--- config.mk ---
export PLATFORM = sky130hd
export DESIGN_NAME = branch_resolve_unit
export DESIGN_NICKNAME = d
export VERILOG_FILES = /design/src/rtl/branch_resolve_unit_pkg.sv /design/src/rtl/branch_cond.sv /design/src/rtl/branch_resolve_unit.sv
export SDC_FILE = /design/constraint.sdc
export NUM_CORES = 1
export LEC_CHECK = 0
export ABC_CLOCK_PERIOD_IN_PS = 2400
export CAP_MARGIN = 5
export CORE_UTILIZATION = 47
export CTS_CLUSTER_SIZE = 12
export DETAILED_ROUTE_END_ITERATION = 6
export GPL_TIMING_DRIVEN = 0
export PLACE_DENSITY = 0.82
export SKIP_CTS_REPAIR_TIMING = 1
export SLEW_MARGIN = 5
export SYNTH_ARGS = -nofsm -noshare
export SYNTH_HDL_FRONTEND = slang
export SYNTH_HIERARCHICAL = 1
export SYNTH_SLANG_ARGS = --single-unit
--- constraint.sdc ---
create_clock -name clk -period 2.4 [get_ports clk]
set_clock_uncertainty 0.05 [all_clocks]
set_input_delay 0.36 -clock clk [delete_from_list [all_inputs] [get_ports clk]]
set_output_delay 0.36 -clock clk [all_outputs]
set_load 0.03 [all_outputs]
--- src/rtl/branch_resolve_unit_pkg.sv ---
// Shared definitions for the branch resolve unit: branch opcodes and default widths.
// No logic and no latency.
// No backpressure; these are constants only.
package branch_resolve_unit_pkg;

  localparam int XLEN_DEF  = 32;
  localparam int IMM_W_DEF = 16;
  localparam int OP_W      = 6;

  localparam logic [OP_W-1:0] OP_BGT  = 6'b001000;
  localparam logic [OP_W-1:0] OP_BLT  = 6'b001001;
  localparam logic [OP_W-1:0] OP_BEQ  = 6'b001010;
  localparam logic [OP_W-1:0] OP_BNE  = 6'b001011;
  localparam logic [OP_W-1:0] OP_BGTU = 6'b001100;
  localparam logic [OP_W-1:0] OP_BLTU = 6'b001101;

endpackage

--- src/rtl/branch_cond.sv ---
// Branch condition evaluator: decodes the opcode and compares a against b.
// Purely combinational, zero latency.
// No backpressure; the result follows the inputs.
module branch_cond
  import branch_resolve_unit_pkg::*;
#(
  parameter int XLEN = XLEN_DEF
) (
  input  logic [OP_W-1:0] opcode,
  input  logic [XLEN-1:0] a,
  input  logic [XLEN-1:0] b,
  output logic            taken,
  output logic            is_branch
);

  // Compare the full-width operands directly so signed overflow cannot corrupt the result
  always_comb begin
    taken     = 1'b0;
    is_branch = 1'b1;
    case (opcode)
      OP_BGT:  taken = $signed(a) > $signed(b);
      OP_BLT:  taken = $signed(a) < $signed(b);
      OP_BEQ:  taken = (a == b);
      OP_BNE:  taken = (a != b);
      OP_BGTU: taken = (a > b);
      OP_BLTU: taken = (a < b);
      default: is_branch = 1'b0;
    endcase
  end

endmodule

--- src/rtl/branch_resolve_unit.sv ---
// Branch resolution: evaluates the condition, computes next PC, counts branches.
// One cycle from accept to out_valid; a single output register gives full throughput.
// in_ready drops only while a held result is not being drained by out_ready.
module branch_resolve_unit
  import branch_resolve_unit_pkg::*;
#(
  parameter int XLEN  = XLEN_DEF,
  parameter int IMM_W = IMM_W_DEF,
  parameter int CNT_W = 16
) (
  input  logic             clk,
  input  logic             rst_n,
  input  logic             in_valid,
  output logic             in_ready,
  input  logic [OP_W-1:0]  opcode,
  input  logic [XLEN-1:0]  pc_in,
  input  logic [XLEN-1:0]  rs_a,
  input  logic [XLEN-1:0]  rs_b,
  input  logic [IMM_W-1:0] imm,
  output logic             out_valid,
  input  logic             out_ready,
  output logic [XLEN-1:0]  next_pc,
  output logic             taken,
  output logic             is_branch,
  output logic             flush,
  output logic [CNT_W-1:0] br_count,
  output logic [CNT_W-1:0] tk_count,
  input  logic             cnt_clr
);

  localparam int EXT_W = XLEN - IMM_W;

  logic            cond_taken;
  logic            cond_branch;
  logic [XLEN-1:0] target;
  logic [XLEN-1:0] fall_thru;
  logic [XLEN-1:0] resolved_pc;
  logic            accept;

  branch_cond #(.XLEN(XLEN)) u_cond (
    .opcode    (opcode),
    .a         (rs_a),
    .b         (rs_b),
    .taken     (cond_taken),
    .is_branch (cond_branch)
  );

  // Target and fall-through wrap modulo 2^XLEN; the handshake is a single output stage
  always_comb begin
    target      = pc_in + {{EXT_W{imm[IMM_W-1]}}, imm};
    fall_thru   = pc_in + {{(XLEN-1){1'b0}}, 1'b1};
    resolved_pc = cond_taken ? target : fall_thru;
    in_ready    = !out_valid || out_ready;
    accept      = in_valid && in_ready;
    flush       = out_valid && out_ready && taken;
  end

  // Output register: load on accept, drop valid on a drain with nothing new
  always_ff @(posedge clk or negedge rst_n) begin
    if (!rst_n) begin
      out_valid <= 1'b0;
      next_pc   <= '0;
      taken     <= 1'b0;
      is_branch <= 1'b0;
    end else if (accept) begin
      out_valid <= 1'b1;
      next_pc   <= resolved_pc;
      taken     <= cond_taken;
      is_branch <= cond_branch;
    end else if (out_ready) begin
      out_valid <= 1'b0;
    end
  end

  // Saturating statistics; a clear wins over a same-cycle increment
  always_ff @(posedge clk or negedge rst_n) begin
    if (!rst_n) begin
      br_count <= '0;
      tk_count <= '0;
    end else if (cnt_clr) begin
      br_count <= '0;
      tk_count <= '0;
    end else if (accept && cond_branch) begin
      if (br_count != {CNT_W{1'b1}}) br_count <= br_count + 1'b1;
      if (cond_taken && (tk_count != {CNT_W{1'b1}})) tk_count <= tk_count + 1'b1;
    end
  end

endmodule

==> impl_metrics.xml, run 1 <==
<?xml version="1.0" encoding="UTF-8"?>
<metrics>
  <group name="clock_tree">
    <metric name="tritoncts" unit="">built</metric>
    <metric name="clock_path_buffers" unit="">2</metric>
    <metric name="cts.reportedPaths.clkPinSlew" unit="ns">0.06</metric>
    <metric name="clock_insertion_delay_worst_skew" unit="ns">0.33</metric>
    <metric name="cts_sinks" unit="">67</metric>
    <metric name="cts_htree_levels" unit="">3</metric>
    <metric name="cts_inserted_buffers" unit="">9</metric>
    <metric name="cts.root.buffer_cell" unit="">clkbuf_16</metric>
  </group>
  <group name="placed_design">
    <metric name="placedInstanceArea" unit="um2">8441</metric>
    <metric name="dp_cells" unit="">1084</metric>
    <metric name="pre_cts_slack" unit="ns">-2.817</metric>
    <metric name="place_congestion" unit="">0.9099</metric>
    <metric name="portBuffers" unit="">182</metric>
    <metric name="total_half_perimeter_wirelength_after_legalization_and_detailed_placement" unit="um">14730</metric>
  </group>
  <group name="worst_setup_path">
    <metric name="crit_family" unit="">AND-OR/OR-AND gates</metric>
    <metric name="crit_type" unit="">in -&gt; reg</metric>
    <metric name="worstPathMaxFanout" unit="">8</metric>
    <metric name="timing.critical_path.buf_inv" unit="">4</metric>
    <metric name="r2r_setup_slack" unit="ns">0.14</metric>
    <metric name="worst_path_max_delay_cell" unit="">a311oi_2</metric>
    <metric name="cp_cell_sequence" unit="">dlymetal6s2s_1 &gt; inv_2 &gt; ha_4 &gt; a21oi_1 &gt; a21boi_0 &gt; o311ai_4 &gt; and4_4 &gt; nor2_1 &gt; a311oi_1 &gt; a21oi_1 &gt; buf_4 &gt; buf_8 &gt; and2_4 &gt; ha_4 &gt; a21oi_4 &gt; nand4b_1 &gt; a21oi_2 &gt; o2111ai_4 &gt; a311oi_2 &gt; nor3_1 &gt; a211oi_1</metric>
    <metric name="worstPathArrival" unit="ns">4.81</metric>
    <metric name="setup.worst_path.end_class" unit="">flip-flop</metric>
    <metric name="start_kind" unit="">primary input</metric>
    <metric name="critPathCapture" unit="">next_pc[29]</metric>
    <metric name="worst_r2r_path_depth" unit="">7</metric>
    <metric name="worstReg2RegStart" unit="">br_count[8]</metric>
    <metric name="worst_ep_required_time" unit="ns">2.59</metric>
    <metric name="rr_endpoint" unit="">br_count[7]</metric>
    <metric name="cpPeakStageDelay" unit="ns">0.40</metric>
    <metric name="worst-path-stages" unit="">21</metric>
    <metric name="worstSetupStartpoint" unit="">rs_b[6]</metric>
  </group>
  <group name="synth">
    <metric name="asyncSetResetFlopFracSynth" unit="%">100.0</metric>
    <metric name="floorplan.nets" unit="">907</metric>
    <metric name="adder_share" unit="%">10.81</metric>
    <metric name="synth-warning-count" unit="">6</metric>
    <metric name="netlist_top_cells_area" unit="">dfrtp_1 29%, ha_1 10%, nand2_1 6.3%, xnor2_1 5.4%, nor2_1 4.6%</metric>
    <metric name="ys_sh_xor" unit="%">9.571</metric>
    <metric name="yosys-stat-area" unit="um2">5857</metric>
    <metric name="synth.ff_latch_count" unit="">67</metric>
    <metric name="netlist_area" unit="um2">5857</metric>
    <metric name="syn_inst" unit="">734</metric>
    <metric name="post_synth.cell_area_avg" unit="um2">7.979</metric>
    <metric name="ys_sh_mux" unit="%">0.5127</metric>
    <metric name="synth_simple_gate_area_share" unit="%">25.72</metric>
    <metric name="netlist.top_cell.by_area" unit="">dfrtp_1</metric>
    <metric name="synth_largest_type_area_fraction" unit="%">28.63</metric>
    <metric name="enable_flop_cells" unit="">0</metric>
    <metric name="yosys-dominant-comb-family" unit="">simple AND/OR/NAND/NOR gates</metric>
    <metric name="seq_area_frac_synth" unit="%">28.63</metric>
    <metric name="post_synth_ao_oa_area_fraction" unit="%">18.84</metric>
    <metric name="yosys_most_used_dff" unit="">dfrtp_1</metric>
    <metric name="yosysCellCount" unit="">734</metric>
    <metric name="post_synth_num_cell_types" unit="">71</metric>
  </group>
  <group name="sta">
    <metric name="totalNegativeSetupSlack" unit="ns">-74.75</metric>
    <metric name="worst-slew-pin-transition" unit="ns">0.9006</metric>
    <metric name="hold_slack" unit="ns">0.07759</metric>
    <metric name="grt_setup_unrepaired" unit="">true</metric>
    <metric name="timing.fmax" unit="MHz">216.5</metric>
    <metric name="maxSlewHeadroom" unit="%">39.40</metric>
    <metric name="layout_worst_path_cycle_share" unit="%">192.5</metric>
    <metric name="report.final.slew_viol_count" unit="">0</metric>
    <metric name="period_minus_slack" unit="ns">4.619</metric>
    <metric name="setup_ws" unit="ns">-2.219</metric>
    <metric name="final_hold_viol_count" unit="">0</metric>
    <metric name="setup_viol_count_final" unit="">49</metric>
  </group>
  <group name="detailed_routing">
    <metric name="routed_via_density" unit="">5.962</metric>
    <metric name="postRouteAntennaNets" unit="">0</metric>
    <metric name="remaining_drc_errors" unit="">0</metric>
    <metric name="drtIter0Drc" unit="">516</metric>
    <metric name="drt_first_pass_iters" unit="">5</metric>
    <metric name="routed_wire_length_per_instance" unit="um">20.11</metric>
  </group>
  <group name="floorplanning">
    <metric name="initCoreUtil" unit="%">48.56</metric>
    <metric name="die_h" unit="um">113.6</metric>
    <metric name="die_w" unit="um">113.6</metric>
    <metric name="row_count" unit="">40</metric>
    <metric name="chipArea" unit="um2">12910</metric>
    <metric name="pin_count" unit="">192</metric>
  </group>
  <group name="final_layout">
    <metric name="final_cell_count_no_fill" unit="">1127</metric>
    <metric name="drive_gt1_share" unit="%">27.48</metric>
    <metric name="final_cell_area" unit="um2">9739</metric>
    <metric name="layout.area.seq" unit="um2">1677</metric>
    <metric name="final-comb-area" unit="um2">4979</metric>
    <metric name="final.fill_count" unit="">718</metric>
    <metric name="syn2layout_area_growth" unit="%">66.29</metric>
    <metric name="final_nets" unit="">1125</metric>
  </group>
  <group name="run">
    <metric name="cap_violations" unit="">0</metric>
    <metric name="tool_warnings" unit="">28</metric>
  </group>
  <group name="power_and_ir_drop">
    <metric name="vdd.ir_drop.worst" unit="mV">0.3572</metric>
    <metric name="leakage_power_of_the_design" unit="nW">4.191</metric>
    <metric name="power_density" unit="nW/um2">417.4</metric>
    <metric name="p_total" unit="mW">4.065</metric>
  </group>
  <group name="run_status">
    <metric name="run_status" unit="">finished, violations left</metric>
    <metric name="violated_checks" unit="">negative setup slack</metric>
  </group>
  <group name="global_route">
    <metric name="pin_count_of_the_biggest_net_entering_global_routing" unit="">68</metric>
    <metric name="grt_overflow" unit="">0</metric>
    <metric name="first_global_vias" unit="">6237</metric>
    <metric name="first_pass_grt_wire_length" unit="um">30010</metric>
    <metric name="gr-usage-all-layers" unit="%">29.41</metric>
    <metric name="initial_antenna_violation_count" unit="">1</metric>
  </group>
  <group name="worst_hold_path">
    <metric name="hold_class" unit="">in -&gt; async</metric>
  </group>
</metrics>
==> run 1: synthesized netlist by cell type (all sizes together), types with 23 or more instances <==
cell type	count
o21ai	52
nand4	24
xor2	28
inv	35
clkbuf	23
nand2	99
ha	49
a21oi	46
dfrtp	67
and2	23
xnor2	36
nand3	27
nor2	71
==> run 1: power by group <==
part           switching (mW)  leakage [nW]  internal, mW
Combinational           0.742          3.16         0.638
Sequential             0.0544         0.874          1.22
Clock                   0.504         0.153         0.911
Total                    1.30          4.19          2.76
==> run 1: registers in the layout, summed over array words and instances, names as in the netlist <==
| name | count |
|---|---|
| br_count | 16 |
| is_branch | 1 |
| out_valid | 1 |
| taken | 1 |
| next_pc | 32 |
| tk_count | 16 |
==> run 1: cell type report <==
class	instances	share of cell area (%)
Timing Repair Buffer	209	22.01
Sequential cell	67	17.21
Clock inverter	6	0.9250
Clock buffer	10	2.351
Buffer	36	2.569
Antenna cell	2	0.05139
Multi-Input combinational cell	594	51.12
Inverter	35	1.606
Tap cell	168	2.158
==> run 1: cell usage in the layout (no fill, tap or decap), types with 23 or more instances in the layout <==
master,synthesis,layout
dlymetal6s2s_1,0,46
inv_2,0,23
nor2_1,71,69
xnor2_1,36,30
xor2_1,28,28
nand2_1,98,87
clkdlybuf4s50_1,0,117
ha_4,0,41
dfrtp_1,67,67
o21ai_1,7,28
buf_4,1,23
==> run 1: metal layers <==
layer | share of wire [%] | up-vias | track usage, %
met3 | 7.3 | 100 | 4.782
met5 | 0 | - | 0
met2 | 51 | 349 | 52.11
met4 | 5.6 | 0 | 13.16
li1 | - | 3028 | -
met1 | 36 | 3242 | 34.98
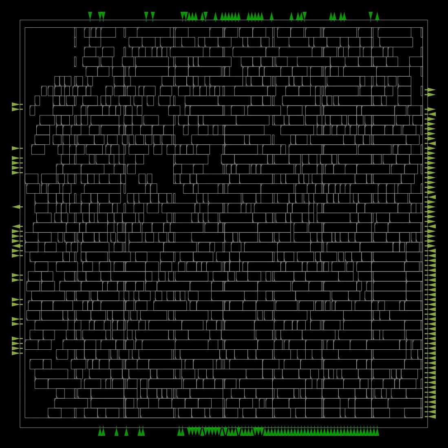
*Cell placement, run 1*
share of the final layout cell area in sequential cells: 17.21%
tap cell count: 168
Core ar.: 12060 um2
total number of sequential cells: 67
Post-Route Utilization: 80.75%

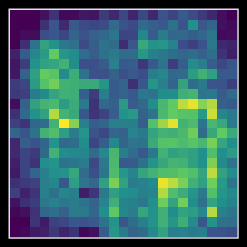
*Wiring heat map, run 1*
Drawn at 2 px/um. The die is cut into 23 by 23 equal tiles; dark purple is low, yellow is high, scaled to the fullest tile. Values are wire area over tile area, all layers added.
tiles over half the peak: 30%
fullest tile: 0.74
mean over tiles: 0.29

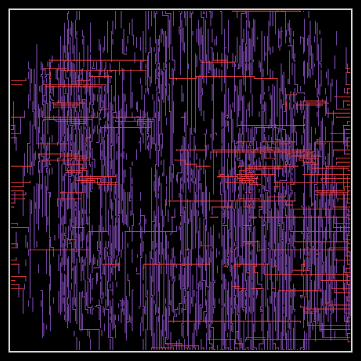
*Metal layers overlaid, run 1*
Drawn at 3 px/um. Two of the layers only.
| color | layer | wire length |
|---|---|---|
| red | metal 3 | 1650 um |
| purple | metal 2 | 11500 um |
total wirelength of the detailed-routed design: 22660 um
Via Count: 6719

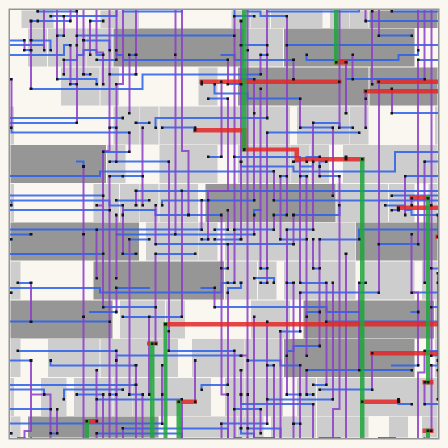
*A small window of the routed layout, run 1*
Region (42, 42) to (72, 72) um. Cells in gray, sequential cells in the stronger gray; small squares are vias.
| color | layer |
|---|---|
| red | metal 3 |
| blue | metal 1 |
| green | metal 4 |
| purple | metal 2 |
netlist names of flops here include: `next_pc` (8), `br_count` (3)
most frequent: nand2_1 (13), dfrtp_1 (13), clkdlybuf4s50_1 (8)
cells with their middle in the window: 68
sequential cells in the window: 13

### Selected gate families, run 1

Drawn at 3 px/um.
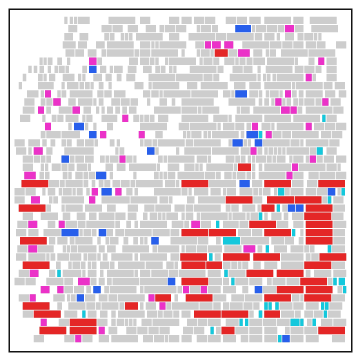

--- run 2 (diff from run 1) ---
--- a/config.mk
+++ b/config.mk
@@ -11,9 +11,10 @@
 export CTS_CLUSTER_SIZE = 12
 export DETAILED_ROUTE_END_ITERATION = 6
 export GPL_TIMING_DRIVEN = 0
+export MAX_ROUTING_LAYER = met4
 export PLACE_DENSITY = 0.82
 export SKIP_CTS_REPAIR_TIMING = 1
-export SLEW_MARGIN = 5
+export SLEW_MARGIN = 20
 export SYNTH_ARGS = -nofsm -noshare
 export SYNTH_HDL_FRONTEND = slang
 export SYNTH_HIERARCHICAL = 1
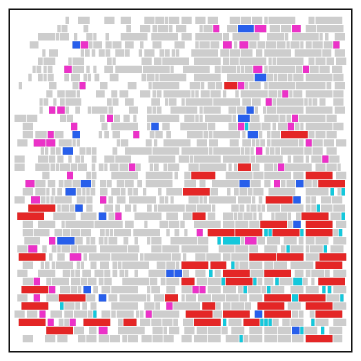
*Selected gate families, run 2*
Drawn at 3 px/um.
| color | family | cells |
|---|---|---|
| magenta | AND and OR gates | 52 |
| cyan | inverters | 35 |
| red | adder and majority cells | 50 |
| blue | AND-OR and OR-AND gates | 24 |
fraction of area in multi-input gates: 50.15%
leading cell type in the layout, fill and taps excluded: clkdlybuf4s50_1

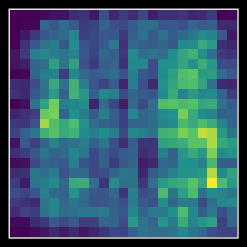
*Wiring heat map, run 2*
Drawn at 2 px/um. The die is cut into 23 by 23 equal tiles; dark purple is low, yellow is high, scaled to the fullest tile. Values are wire area over tile area, all layers added.
fullest tile: 0.81
tiles over half the peak: 19%
mean over tiles: 0.29
post-DR wirelength/cell: 19.86 um
total wirelength of the detailed-routed design: 22340 um
overall fraction of global-route tracks in use: 31.10%

==> run 2 against run 1 <==
Critical endpoint is now next_pc[31]. Global-route usage is 1.7 points higher. Non-clock buffer count stayed put. The run still ends with negative setup slack left. Sequential cell count stayed put. Clock-buffer cell count is 1 higher. Largest power group is now combinational cells. Sequential power hardly changed. Combinational power hardly changed. Final cell count is 0.18% lower.
==> impl_metrics.xml, run 2 <==
<?xml version="1.0" encoding="UTF-8"?>
<metrics>
  <group name="worst_setup_path">
    <metric name="worst-path-stages" unit="">22</metric>
    <metric name="rr_endpoint" unit="">tk_count[13]</metric>
    <metric name="worst_ep_required_time" unit="ns">2.56</metric>
    <metric name="worstPathArrival" unit="ns">4.43</metric>
    <metric name="r2r_setup_slack" unit="ns">0.08</metric>
    <metric name="critPathCapture" unit="">next_pc[31]</metric>
    <metric name="timing.critical_path.buf_inv" unit="">5</metric>
    <metric name="worstReg2RegStart" unit="">tk_count[7]</metric>
    <metric name="worstSetupStartpoint" unit="">rs_b[23]</metric>
    <metric name="worst_path_max_delay_cell" unit="">and4_4</metric>
    <metric name="setup.worst_path.end_class" unit="">flip-flop</metric>
  </group>
  <group name="placed_design">
    <metric name="total_half_perimeter_wirelength_after_legalization_and_detailed_placement" unit="um">15390</metric>
    <metric name="placedInstanceArea" unit="um2">8468</metric>
    <metric name="place_congestion" unit="">0.9195</metric>
    <metric name="dp_cells" unit="">1085</metric>
    <metric name="portBuffers" unit="">182</metric>
  </group>
  <group name="sta">
    <metric name="setup_ws" unit="ns">-1.878</metric>
    <metric name="setup_viol_count_final" unit="">49</metric>
    <metric name="grt_setup_unrepaired" unit="">true</metric>
    <metric name="timing.fmax" unit="MHz">233.8</metric>
    <metric name="totalNegativeSetupSlack" unit="ns">-61.79</metric>
    <metric name="period_minus_slack" unit="ns">4.278</metric>
    <metric name="worst-slew-pin-transition" unit="ns">1.045</metric>
    <metric name="final_hold_viol_count" unit="">0</metric>
    <metric name="maxSlewHeadroom" unit="%">29.72</metric>
  </group>
  <group name="final_layout">
    <metric name="top_register" unit="">next_pc</metric>
    <metric name="post_route_utilization" unit="%">79.33</metric>
    <metric name="largest_register_ffs" unit="">32</metric>
    <metric name="final_cell_count_no_fill" unit="">1125</metric>
    <metric name="syn2layout_area_growth" unit="%">63.36</metric>
    <metric name="top_regs" unit="">next_pc: 32 flops, br_count: 16 flops, tk_count: 16 flops</metric>
    <metric name="layout.cells.most_common_list" unit="">117 x clkdlybuf4s50_1, 86 x nand2_1, 69 x nor2_1, 67 x dfrtp_1, 49 x dlymetal6s2s_1</metric>
  </group>
  <group name="synth">
    <metric name="synth_largest_type_area_fraction" unit="%">28.63</metric>
    <metric name="floorplan.nets" unit="">907</metric>
    <metric name="netlist_area" unit="um2">5857</metric>
    <metric name="post_synth_num_cell_types" unit="">71</metric>
    <metric name="ys_top_cells_by_count" unit="">98 x nand2_1, 71 x nor2_1, 67 x dfrtp_1</metric>
    <metric name="synth.ff_latch_count" unit="">67</metric>
    <metric name="yosys-stat-area" unit="um2">5857</metric>
    <metric name="enable_flop_cells" unit="">0</metric>
    <metric name="syn_inst" unit="">734</metric>
    <metric name="netlist_top_cells_area" unit="">dfrtp_1 29%, ha_1 10%, nand2_1 6.3%, xnor2_1 5.4%, nor2_1 4.6%</metric>
    <metric name="asyncSetResetFlopFracSynth" unit="%">100.0</metric>
  </group>
  <group name="detailed_routing">
    <metric name="top_signal_layer_used" unit="">met4</metric>
    <metric name="remaining_drc_errors" unit="">0</metric>
    <metric name="detailroute.via_count" unit="">6621</metric>
    <metric name="met3RoutedLength" unit="um">1495</metric>
    <metric name="wl_met2" unit="um">11530</metric>
    <metric name="routed_via_density" unit="">5.885</metric>
    <metric name="drtIter0Drc" unit="">545</metric>
  </group>
  <group name="clock_tree">
    <metric name="cts_htree_levels" unit="">3</metric>
    <metric name="cts_sinks" unit="">67</metric>
    <metric name="clock_insertion_delay_worst_skew" unit="ns">0.34</metric>
    <metric name="cts.reportedPaths.clkPinSlew" unit="ns">0.06</metric>
  </group>
  <group name="floorplanning">
    <metric name="chipArea" unit="um2">12910</metric>
    <metric name="die_h" unit="um">113.6</metric>
    <metric name="pin_count" unit="">192</metric>
    <metric name="row_count" unit="">40</metric>
    <metric name="die_w" unit="um">113.6</metric>
  </group>
  <group name="global_route">
    <metric name="first_global_vias" unit="">6388</metric>
    <metric name="initial_antenna_violation_count" unit="">1</metric>
    <metric name="first_pass_grt_wire_length" unit="um">30990</metric>
    <metric name="grt_overflow" unit="">0</metric>
  </group>
  <group name="run">
    <metric name="cap_violations" unit="">0</metric>
  </group>
  <group name="worst_hold_path">
    <metric name="hold_class" unit="">in -&gt; reg</metric>
  </group>
  <group name="run_status">
    <metric name="violated_checks" unit="">negative setup slack</metric>
    <metric name="run_status" unit="">finished, violations left</metric>
  </group>
</metrics>
run 2: cell count changes in the layout (fill, tap and decap cells not counted), sizes merged:
cell / change
dlymetal6s2s: +3
clkinvlp: -1
clkbuf: +3
bufinv: -1
buf: -6
dlygate4sd3: +1
diode: -1
run 2: cell families after synthesis:
kind of cell               share of synthesized area [%]
muxes                                             0.5127
adders and majority gates                          10.81
buffers and inverters                              5.917
xor gates and xnor gates                           9.571
and+or+nand+nor                                    25.72
AOI/OAI and AO/OA                                  18.84
DFF                                                28.63
run 2: how the worst min path moves through the flow:
stage | startpoint | end | cells past startpoint
detailed placement | rst_n | tk_count[14] | 1
global route | cnt_clr | br_count[5] | 2
global placement | next_pc[1] | next_pc[1] | 2
floorplan | rst_n | br_count[0] | 0
CTS | rst_n | br_count[11] | 1
finish | cnt_clr | br_count[5] | 2
run 2: power by group:
part           switching [mW]  total, mW  internal [mW]
Sequential             0.0567       1.27           1.22
Combinational           0.715       1.35          0.631
Clock                   0.495       1.30          0.800
Total                    1.27       3.91           2.65
run 2: metal layers:
| layer | global-route usage, % | vias to the layer above |
|---|---|---|
| li1 | - | 3035 |
| met1 | 35.12 | 3174 |
| met2 | 55.41 | 325 |
| met3 | 3.879 | 87 |
| met4 | 13.16 | 0 |
| met5 | - | - |
run 2: cell type report:
cell class	instances	area (um2)
buffer	37	265.3
sequential	67	1677
timing repair buffer	208	2178
fill	748	2494
clock buffer	11	232.7
inverter	35	151.4
antenna	1	2.502
clock inverter	4	52.55
tap	168	210.2
multi-input combinational	594	4798
run 2: worst register-to-register path: stages, from the launching register on:
cell and delay (ns):
dfrtp_1 0.50, and4_1 0.33, nand4_1 0.20, o2111a_1 0.31
buf_6 0.12, buf_4 0.13, o21a_4 0.24, nand2_2 0.08
xor2_1 0.18, nor2_1 0.06
### A small window of the routed layout, run 2

Region (42, 42) to (72, 72) um. Cells in gray, sequential cells in the stronger gray; small squares are vias.
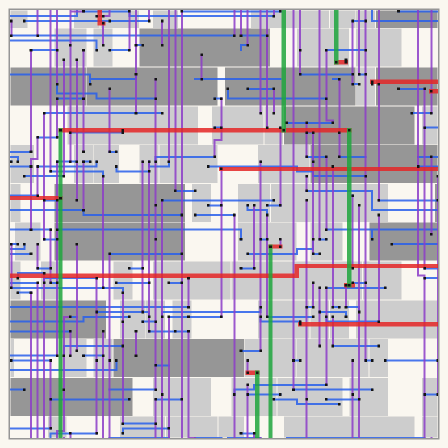

--- run 3 (diff from run 2) ---
--- a/config.mk
+++ b/config.mk
@@ -12,7 +12,7 @@
 export DETAILED_ROUTE_END_ITERATION = 6
 export GPL_TIMING_DRIVEN = 0
 export MAX_ROUTING_LAYER = met4
-export PLACE_DENSITY = 0.82
+export PLACE_DENSITY = 0.84
 export SKIP_CTS_REPAIR_TIMING = 1
 export SLEW_MARGIN = 20
 export SYNTH_ARGS = -nofsm -noshare
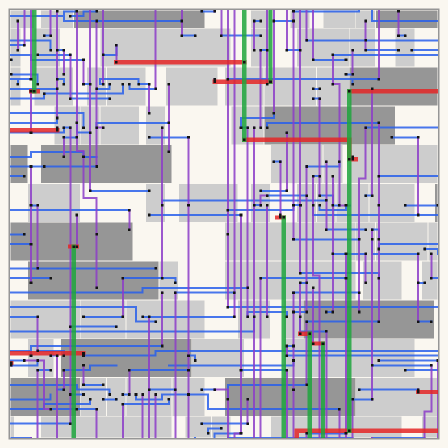
*A small window of the routed layout, run 3*
Region (42, 42) to (72, 72) um. Cells in gray, sequential cells in the stronger gray; small squares are vias.
| color | layer |
|---|---|
| purple | metal 2 |
| blue | metal 1 |
| green | metal 4 |
| red | metal 3 |
cells with their middle in the window: 61
most frequent: nand2_1 (11), dfrtp_1 (9), clkdlybuf4s50_1 (7)
sequential cells in the window: 9
netlist names of flops here include: `next_pc` (7)

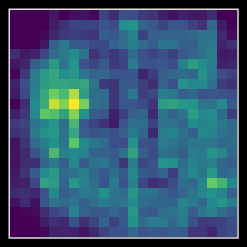
*Wiring heat map, run 3*
Drawn at 2 px/um. The die is cut into 23 by 23 equal tiles; dark purple is low, yellow is high, scaled to the fullest tile. Values are wire area over tile area, all layers added.
tiles over half the peak: 11%
nearly empty tiles: 5.1%
densest ninth of the die: middle left
fullest tile: 0.88

==> run 3 against run 2 <==
The flow still finishes with violations (negative setup slack). Global-route usage is 3.1 points lower. Setup slack better by 0.049 ns. Clock-buffer cell count stayed put. Sequential power hardly changed. Final area is 2.7% higher. Via count is 0.38% lower. Register-to-register slack better by 0.04 ns. Combinational power hardly changed. Fmax is 1.2% higher. Critical path depth is 1 higher. Utilization is 2.1 points higher. Final cell count is 1.2% higher.
==> impl_metrics.xml, run 3 <==
<?xml version="1.0" encoding="UTF-8"?>
<metrics>
  <group name="run_status">
    <metric name="run_status" unit="">finished, violations left</metric>
    <metric name="violated_checks" unit="">negative setup slack</metric>
  </group>
  <group name="final_layout">
    <metric name="largest_register_ffs" unit="">32</metric>
    <metric name="syn2layout_area_growth" unit="%">67.74</metric>
    <metric name="layout.cells.most_common" unit="">clkdlybuf4s50_1</metric>
    <metric name="top_regs" unit="">next_pc: 32 flops, br_count: 16 flops, tk_count: 16 flops</metric>
    <metric name="drive_gt1_share" unit="%">29.21</metric>
    <metric name="post_route_utilization" unit="%">81.45</metric>
    <metric name="layout.cells.most_common_list" unit="">117 x clkdlybuf4s50_1, 84 x nand2_1, 67 x nor2_1, 67 x dfrtp_1, 44 x dlymetal6s2s_1</metric>
    <metric name="final_nets" unit="">1137</metric>
    <metric name="final.fill_count" unit="">702</metric>
    <metric name="top_register" unit="">next_pc</metric>
  </group>
  <group name="worst_setup_path">
    <metric name="timing.critical_path.buf_inv" unit="">5</metric>
    <metric name="crit_family" unit="">AND-OR/OR-AND gates</metric>
    <metric name="crit_type" unit="">in -&gt; reg</metric>
    <metric name="cp_cell_sequence" unit="">dlymetal6s2s_1 &gt; inv_2 &gt; ha_4 &gt; a21o_1 &gt; nand3_2 &gt; a21oi_2 &gt; o31ai_2 &gt; and4_4 &gt; nor2_2 &gt; a311oi_1 &gt; a21oi_1 &gt; buf_4 &gt; buf_8 &gt; buf_8 &gt; and2_1 &gt; ha_4 &gt; o21ai_0 &gt; nor2_1 &gt; nand3_2 &gt; a31oi_4 &gt; mux2i_1 &gt; xor2_1 &gt; o21ai_1</metric>
    <metric name="start_kind" unit="">primary input</metric>
    <metric name="worstPathArrival" unit="ns">4.39</metric>
    <metric name="worstPathMaxFanout" unit="">5</metric>
    <metric name="worst_path_max_delay_cell" unit="">and4_4</metric>
    <metric name="worst_ep_required_time" unit="ns">2.56</metric>
    <metric name="r2r_setup_slack" unit="ns">0.12</metric>
    <metric name="cpPeakStageDelay" unit="ns">0.30</metric>
    <metric name="setup.worst_path.end_class" unit="">flip-flop</metric>
  </group>
  <group name="floorplanning">
    <metric name="core_region_area" unit="um2">12060</metric>
    <metric name="die_w" unit="um">113.6</metric>
    <metric name="chipArea" unit="um2">12910</metric>
    <metric name="initCoreUtil" unit="%">48.56</metric>
    <metric name="pin_count" unit="">192</metric>
    <metric name="die_h" unit="um">113.6</metric>
    <metric name="row_count" unit="">40</metric>
  </group>
  <group name="placed_design">
    <metric name="place_congestion" unit="">0.9382</metric>
    <metric name="pre_cts_slack" unit="ns">-2.753</metric>
    <metric name="portBuffers" unit="">182</metric>
    <metric name="total_half_perimeter_wirelength_after_legalization_and_detailed_placement" unit="um">13880</metric>
  </group>
  <group name="clock_tree">
    <metric name="cts.reportedPaths.clkPinSlew" unit="ns">0.06</metric>
    <metric name="cts_inserted_buffers" unit="">9</metric>
    <metric name="cts_htree_levels" unit="">3</metric>
    <metric name="cts_sinks" unit="">67</metric>
    <metric name="clock_insertion_delay_worst_skew" unit="ns">0.33</metric>
    <metric name="tritoncts" unit="">built</metric>
    <metric name="clock_path_buffers" unit="">2</metric>
    <metric name="cts.root.buffer_cell" unit="">clkbuf_16</metric>
  </group>
  <group name="global_route">
    <metric name="grt.met3_usage" unit="%">3.826</metric>
    <metric name="gr-usage-all-layers" unit="%">28.02</metric>
    <metric name="initial_antenna_violation_count" unit="">1</metric>
    <metric name="grt_overflow" unit="">0</metric>
    <metric name="grt_util_met2" unit="%">48.37</metric>
    <metric name="pin_count_of_the_biggest_net_entering_global_routing" unit="">42</metric>
    <metric name="globalRouteMet1Util" unit="%">33.50</metric>
    <metric name="first_pass_grt_wire_length" unit="um">27740</metric>
    <metric name="first_global_vias" unit="">5699</metric>
    <metric name="grt_busiest_layer" unit="">met2</metric>
  </group>
  <group name="detailed_routing">
    <metric name="routed_wire_length_per_instance" unit="um">18.59</metric>
    <metric name="postRouteAntennaNets" unit="">0</metric>
    <metric name="remaining_drc_errors" unit="">0</metric>
    <metric name="met3RoutedLength" unit="um">1363</metric>
    <metric name="wl_met2" unit="um">10880</metric>
    <metric name="drtIter0Drc" unit="">569</metric>
    <metric name="routed_via_density" unit="">5.796</metric>
    <metric name="routed_wirelength" unit="um">21150</metric>
    <metric name="top_signal_layer_used" unit="">met4</metric>
    <metric name="met1Wirelength" unit="um">8016</metric>
    <metric name="detailroute.via_count" unit="">6596</metric>
    <metric name="drt_first_pass_iters" unit="">6</metric>
  </group>
  <group name="synth">
    <metric name="yosys-stat-area" unit="um2">5857</metric>
    <metric name="synth_largest_type_area_fraction" unit="%">28.63</metric>
    <metric name="netlist_top_cells_area" unit="">dfrtp_1 29%, ha_1 10%, nand2_1 6.3%, xnor2_1 5.4%, nor2_1 4.6%</metric>
    <metric name="synth.ff_latch_count" unit="">67</metric>
    <metric name="yosys_most_used_dff" unit="">dfrtp_1</metric>
    <metric name="synth-warning-count" unit="">6</metric>
    <metric name="yosysCellCount" unit="">734</metric>
    <metric name="netlist_area" unit="um2">5857</metric>
    <metric name="post_synth.cell_area_avg" unit="um2">7.979</metric>
    <metric name="post_synth_num_cell_types" unit="">71</metric>
    <metric name="syn_inst" unit="">734</metric>
    <metric name="most_instantiated_library_cell_after_synthesis" unit="">nand2_1</metric>
    <metric name="enable_flop_cells" unit="">0</metric>
    <metric name="seq_area_frac_synth" unit="%">28.63</metric>
    <metric name="asyncSetResetFlopFracSynth" unit="%">100.0</metric>
    <metric name="netlist.top_cell.by_area" unit="">dfrtp_1</metric>
    <metric name="floorplan.nets" unit="">907</metric>
    <metric name="ys_top_cells_by_count" unit="">98 x nand2_1, 71 x nor2_1, 67 x dfrtp_1</metric>
  </group>
  <group name="sta">
    <metric name="timing.fmax" unit="MHz">236.5</metric>
    <metric name="setup_viol_count_final" unit="">49</metric>
    <metric name="setup_ws" unit="ns">-1.829</metric>
    <metric name="grt_setup_unrepaired" unit="">true</metric>
    <metric name="layout_worst_path_cycle_share" unit="%">176.2</metric>
    <metric name="maxSlewHeadroom" unit="%">39.33</metric>
    <metric name="period_minus_slack" unit="ns">4.229</metric>
    <metric name="worst-slew-pin-transition" unit="ns">0.9017</metric>
    <metric name="report.final.slew_viol_count" unit="">0</metric>
    <metric name="final_hold_viol_count" unit="">0</metric>
  </group>
  <group name="run">
    <metric name="tool_warnings" unit="">28</metric>
    <metric name="cap_violations" unit="">0</metric>
  </group>
  <group name="power_and_ir_drop">
    <metric name="p_comb_share" unit="%">34.3</metric>
    <metric name="leakage_power_of_the_design" unit="nW">4.219</metric>
    <metric name="power_density" unit="nW/um2">403.9</metric>
    <metric name="p_total" unit="mW">3.968</metric>
    <metric name="power_report.internal_total" unit="mW">2.688</metric>
    <metric name="p_sw" unit="mW">1.280</metric>
    <metric name="pwr-share-clk" unit="%">33.8</metric>
    <metric name="power_switching_share" unit="%">32.26</metric>
    <metric name="p_seq_share" unit="%">31.9</metric>
    <metric name="vdd.ir_drop.worst" unit="mV">0.3937</metric>
  </group>
  <group name="worst_hold_path">
    <metric name="hold_class" unit="">in -&gt; reg</metric>
  </group>
</metrics>
[run 3: stage by stage]
stage	TNS, ns	cells	hold WS, ns	instance area [um2]
after CTS	-80.22	1101	-0.1004	8766
after floorplan	-49.03	734	0.01441	6411
after global routing	-62.38	1138	0.3718	9824
after detailed placement	-97.02	1085	0.2545	8461
after global placement	-181.47	1084	0.4081	8443
final	-56.31	1138	0.3585	9824
[run 3: power by group through the flow]
stage                     Combinational [mW]  Clock, mW  Sequential [mW]
after floorplan                        0.467          0             1.45
after global placement                  1.15          0             1.28
after detailed placement                1.18          0             1.29
after CTS                               1.18       1.35             1.27
after global routing                    1.44       1.40             1.28
final                                   1.36       1.34             1.27
[run 3: final cells by class]
cell class	instances	area (um2)	share of cell area (%)
Multi-Input combinational cell	594	4964	50.52
Timing Repair Buffer	220	2248	22.89
Sequential cell	67	1677	17.07
Buffer	37	264.0	2.687
Clock buffer	11	242.7	2.471
Tap cell	168	210.2	2.140
Inverter	35	153.9	1.566
Clock inverter	5	62.56	0.6368
Antenna cell	1	2.502	0.02547
[run 3: logic make-up after synthesis]
family                   after synthesis  synth area share (%)
AND/OR/NAND/NOR                      304                 25.72
AND-OR/OR-AND                        173                 18.84
buffers and inverters                 73                 5.917
flip-flops                            67                 28.63
XOR/XNOR                              64                 9.571
adder cells (fa/ha/maj)               50                 10.81
multiplexers                           3                0.5127
[run 3: worst paths after layout]
path,start,to,cells past startpoint
worst max-delay path,rs_b[9],next_pc[20],23
worst min-delay path,cnt_clr,br_count[5],2
worst max register to register,tk_count[7],tk_count[3],10
worst min register to register,next_pc[14],next_pc[14],2
max in group asynchronous,rst_n,next_pc[25],3
min in group asynchronous,rst_n,br_count[14],2
Power figures rest on the tool's default switching activity, not on a simulated workload.
